## config.mk

```make
export PLATFORM = sky130hd
export DESIGN_NAME = apb_regfile_slave
export DESIGN_NICKNAME = d
export VERILOG_FILES = /design/src/rtl/apb_regfile_slave.sv
export SDC_FILE = /design/constraint.sdc
export NUM_CORES = 1
export LEC_CHECK = 0
export CAP_MARGIN = 0
export CORE_UTILIZATION = 55
export DETAILED_ROUTE_END_ITERATION = 10
export GPL_ROUTABILITY_DRIVEN = 0
export PLACE_DENSITY = 0.73
export SYNTH_ARGS = -nofsm -noshare
export SYNTH_HDL_FRONTEND = slang
export SYNTH_SLANG_ARGS = --single-unit
export TNS_END_PERCENT = 10
```

## constraint.sdc

```tcl
create_clock -name PCLK -period 19.66 [get_ports PCLK]
set_clock_uncertainty 0.1 [all_clocks]
set_input_delay 3.932 -clock PCLK [delete_from_list [all_inputs] [get_ports PCLK]]
set_output_delay 3.932 -clock PCLK [all_outputs]
set_load 0.05 [all_outputs]
```

## src/rtl/apb_regfile_slave.sv

```systemverilog
// apb_regfile_slave
//   Generic APB control/status register bank. Holds NUM_REGS registers of
//   DATA_WIDTH bits; register i lives at byte address 4*i. It supports
//   programmable wait states, byte strobes, per-register read-only masking
//   and PSLVERR for misaligned, out-of-range or read-only-write accesses.
//
// Ports
//   PCLK     in   bus clock, all state changes on the rising edge
//   PRESET   in   asynchronous active-high reset
//   PSEL     in   slave select
//   PENABLE  in   access-phase indicator
//   PWRITE   in   1 = write, 0 = read
//   PADDR    in   byte address (ADDR_WIDTH)
//   PWDATA   in   write data (DATA_WIDTH)
//   PSTRB    in   write byte enables (DATA_WIDTH/8)
//   PRDATA   out  read data, non-zero only on a good completing read
//   PREADY   out  transfer completes this cycle (combinational)
//   PSLVERR  out  error response, only ever high together with PREADY
module apb_regfile_slave #(
    parameter int                  DATA_WIDTH  = 32,
    parameter int                  ADDR_WIDTH  = 32,
    parameter int                  NUM_REGS    = 16,
    parameter int                  WAIT_STATES = 0,
    parameter logic [NUM_REGS-1:0] RO_MASK     = '0
) (
    input  logic                    PCLK,
    input  logic                    PRESET,
    input  logic                    PSEL,
    input  logic                    PENABLE,
    input  logic                    PWRITE,
    input  logic [ADDR_WIDTH-1:0]   PADDR,
    input  logic [DATA_WIDTH-1:0]   PWDATA,
    input  logic [DATA_WIDTH/8-1:0] PSTRB,
    output logic [DATA_WIDTH-1:0]   PRDATA,
    output logic                    PREADY,
    output logic                    PSLVERR
);

    localparam int STRB_W = DATA_WIDTH / 8;
    localparam int IDX_W  = (NUM_REGS > 1) ? $clog2(NUM_REGS) : 1;

    localparam logic [0:0] ST_IDLE   = 1'b0;
    localparam logic [0:0] ST_ACCESS = 1'b1;

    logic [0:0]            state_q, state_d;
    logic [3:0]            cnt_q, cnt_d;
    logic [IDX_W-1:0]      idx_q, idx_d;
    logic                  dec_err_q, dec_err_d;
    logic                  ro_q, ro_d;
    logic [DATA_WIDTH-1:0] regs_q [NUM_REGS];

    logic [ADDR_WIDTH-1:0] word_idx;
    logic                  addr_err;
    logic                  ro_hit;
    logic                  setup;
    logic                  access_act;
    logic                  no_setup;
    logic                  complete;
    logic                  xfer_err;
    logic                  wr_en;
    logic [DATA_WIDTH-1:0] rd_word;

    // Address decode of the live bus; only latched on the setup edge.
    always_comb begin
        word_idx = PADDR >> 2;
        addr_err = (PADDR[1:0] != 2'b00) || (word_idx >= ADDR_WIDTH'(NUM_REGS));
        ro_hit   = 1'b0;
        for (int i = 0; i < NUM_REGS; i++) begin
            if (word_idx == ADDR_WIDTH'(i)) begin
                ro_hit = RO_MASK[i];
            end
        end
    end

    always_comb begin
        rd_word = '0;
        for (int i = 0; i < NUM_REGS; i++) begin
            if (idx_q == IDX_W'(i)) begin
                rd_word = regs_q[i];
            end
        end
    end

    assign setup      = PSEL & ~PENABLE;
    assign access_act = (state_q == ST_ACCESS) & PSEL & PENABLE;
    // PENABLE seen without a preceding setup phase: answered with an
    // immediate one-cycle error and otherwise ignored.
    assign no_setup   = (state_q == ST_IDLE) & PSEL & PENABLE;
    assign complete   = access_act & (cnt_q == 4'd0);
    // PWRITE is stable for the whole transfer, so the read-only check can
    // combine the latched RO bit with the live direction.
    assign xfer_err   = dec_err_q | (PWRITE & ro_q);
    assign wr_en      = complete & PWRITE & ~xfer_err;

    // Outputs are forced low while reset is held, even if the bus is active.
    assign PREADY  = ~PRESET & (complete | no_setup);
    assign PSLVERR = ~PRESET & (no_setup | (complete & xfer_err));
    assign PRDATA  = (~PRESET & complete & ~xfer_err & ~PWRITE) ? rd_word : '0;

    always_comb begin
        state_d   = state_q;
        cnt_d     = cnt_q;
        idx_d     = idx_q;
        dec_err_d = dec_err_q;
        ro_d      = ro_q;
        if (setup) begin
            state_d   = ST_ACCESS;
            cnt_d     = 4'(WAIT_STATES);
            idx_d     = word_idx[IDX_W-1:0];
            dec_err_d = addr_err;
            ro_d      = ro_hit;
        end else if (state_q == ST_ACCESS) begin
            if (!PSEL || complete) begin
                // Completion, or PSEL dropped early (abort, nothing written).
                state_d = ST_IDLE;
            end else if (PENABLE) begin
                cnt_d = cnt_q - 4'd1;
            end
        end
    end

    always_ff @(posedge PCLK or posedge PRESET) begin
        if (PRESET) begin
            state_q   <= ST_IDLE;
            cnt_q     <= 4'd0;
            idx_q     <= '0;
            dec_err_q <= 1'b0;
            ro_q      <= 1'b0;
        end else begin
            state_q   <= state_d;
            cnt_q     <= cnt_d;
            idx_q     <= idx_d;
            dec_err_q <= dec_err_d;
            ro_q      <= ro_d;
        end
    end

    always_ff @(posedge PCLK or posedge PRESET) begin
        if (PRESET) begin
            for (int i = 0; i < NUM_REGS; i++) begin
                regs_q[i] <= '0;
            end
        end else if (wr_en) begin
            for (int i = 0; i < NUM_REGS; i++) begin
                for (int k = 0; k < STRB_W; k++) begin
                    if ((idx_q == IDX_W'(i)) && PSTRB[k]) begin
                        regs_q[i][8*k +: 8] <= PWDATA[8*k +: 8];
                    end
                end
            end
        end
    end

endmodule
```

The metal 4 layer:
Scale: 2 px per um. Supply wires on this layer in gray.
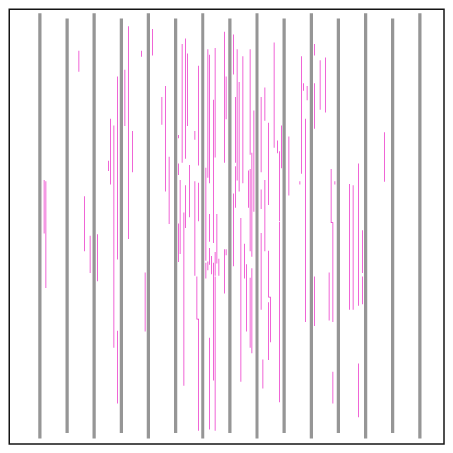
wire length on this layer: 3850 um
nets with wire on the layer: 78

The metal 1 layer:
Scale: 3 px per um. Supply wires on this layer in gray. Cells faint in the background.
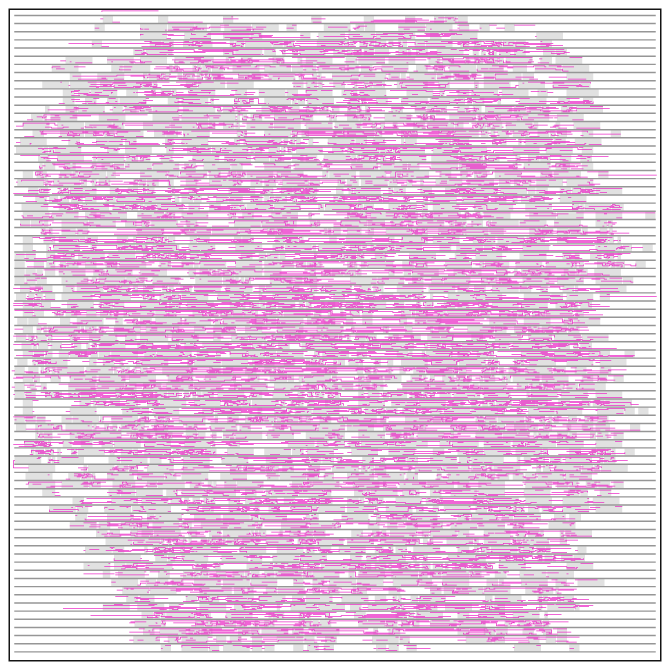
share of all routed wire: 40%
longest straight run: 72.7 um
main direction: horizontal

Where the registers sit:
Scale: 2 px per um.
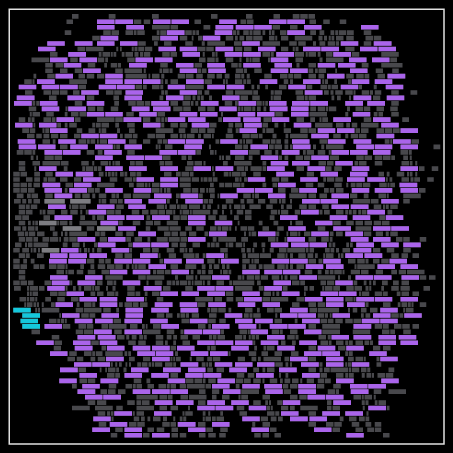
legend:
  purple:
    netlist_name: `regs_q`
    placed_flops: 512
    where: all over the die
  cyan:
    netlist_name: `cnt_q`
    placed_flops: 4

Metal layers overlaid:
Scale: 2 px per um. Only two layers are drawn.
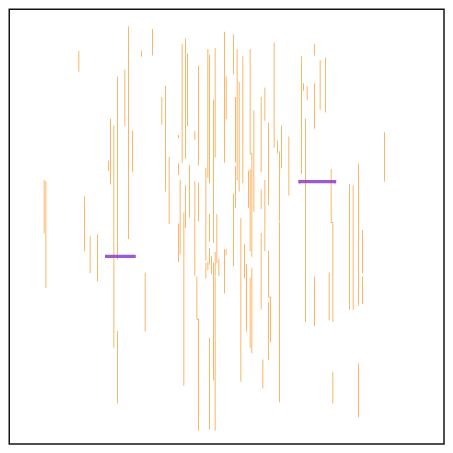
legend:
  orange:
    layer: metal 4
    wire_length: 3850 um
  purple:
    layer: metal 5
    wire_length: 31.3 um

==> run summary <==
Implementation progress

Setup repair after global routing left no endpoint under its margin. The flow inserted 600 tap cells. The OpenROAD warning count stands at 29.

The worst reg-to-reg setup slack stands at 14.99 ns. After clock tree synthesis, the clock-pin slew on the worst setup and hold paths is 0.06 ns. The pre-CTS setup check shows a worst slack of 8.81 ns.

The multi-input combinational area share stands at 40.5%. The sequential cell fraction of total power stands at 44.5%. The clock buffers instantiated in the layout total 84. The worst setup path is launched from an input pin. The initial antenna violation count stands at 3. The flow reports power dissipated in the clock network as 1.07 mW. Tracing the worst setup path back leads to its startpoint at PSEL. Per the detailed placement report, the placed cell area equals 26800 um2. The DRC violation total after the first TritonRoute iteration stands at 1955. The number of I/O port buffers stands at 106.

The die height stands at 217 um. Overall power consumption after layout is estimated at 2.54 mW. The estimated wirelength of the detail-placed design stands at 48.0 mm. The number of nets in the synthesized netlist stands at 2155. The starting density of the core stands at 55.9%.

Per report_power, the combinational group accounts for 13.3% of the total. STA classifies the critical path endpoint as a primary output. The biggest slice of the area belongs to sequential cells.

The worst setup slack after layout stands at 8.80 ns. For reference, the critical path is captured by PRDATA[11]. The number of cells on the worst hold path is listed as 1.

The clock network is responsible for 42.2% of the overall power. For reference, the post-synthesis area per instance comes to 12.2 um2. The deepest clock path buffer count stands at 3. The number of endpoints failing setup at the final stage stands at 0.

The timing report shows the most common cell along the critical path to be sky130_fd_sc_hd__clkdlybuf4s50_1. Warnings reported by Yosys during synthesis add up to 0. The clock latency of the later-clocked register in the worst-skew pair stands at 0.62 ns. The flow ran to the end, and the final reports show no timing, DRC or antenna violations. In the final routing, the length of wire on met1 measures 32.0 mm.

The met2 wirelength from detailed routing stands at 35.4 mm. For reference, the final report shows the hold violation count at 0. Wire segments on met3 add up to 8.04 mm in the final route. TritonCTS built the clock tree. In this run the critical register-to-register path is captured at regs_q[374]$_DFFE_PP0P_.
No activity file was given, so power comes from the tool's default toggle rates.
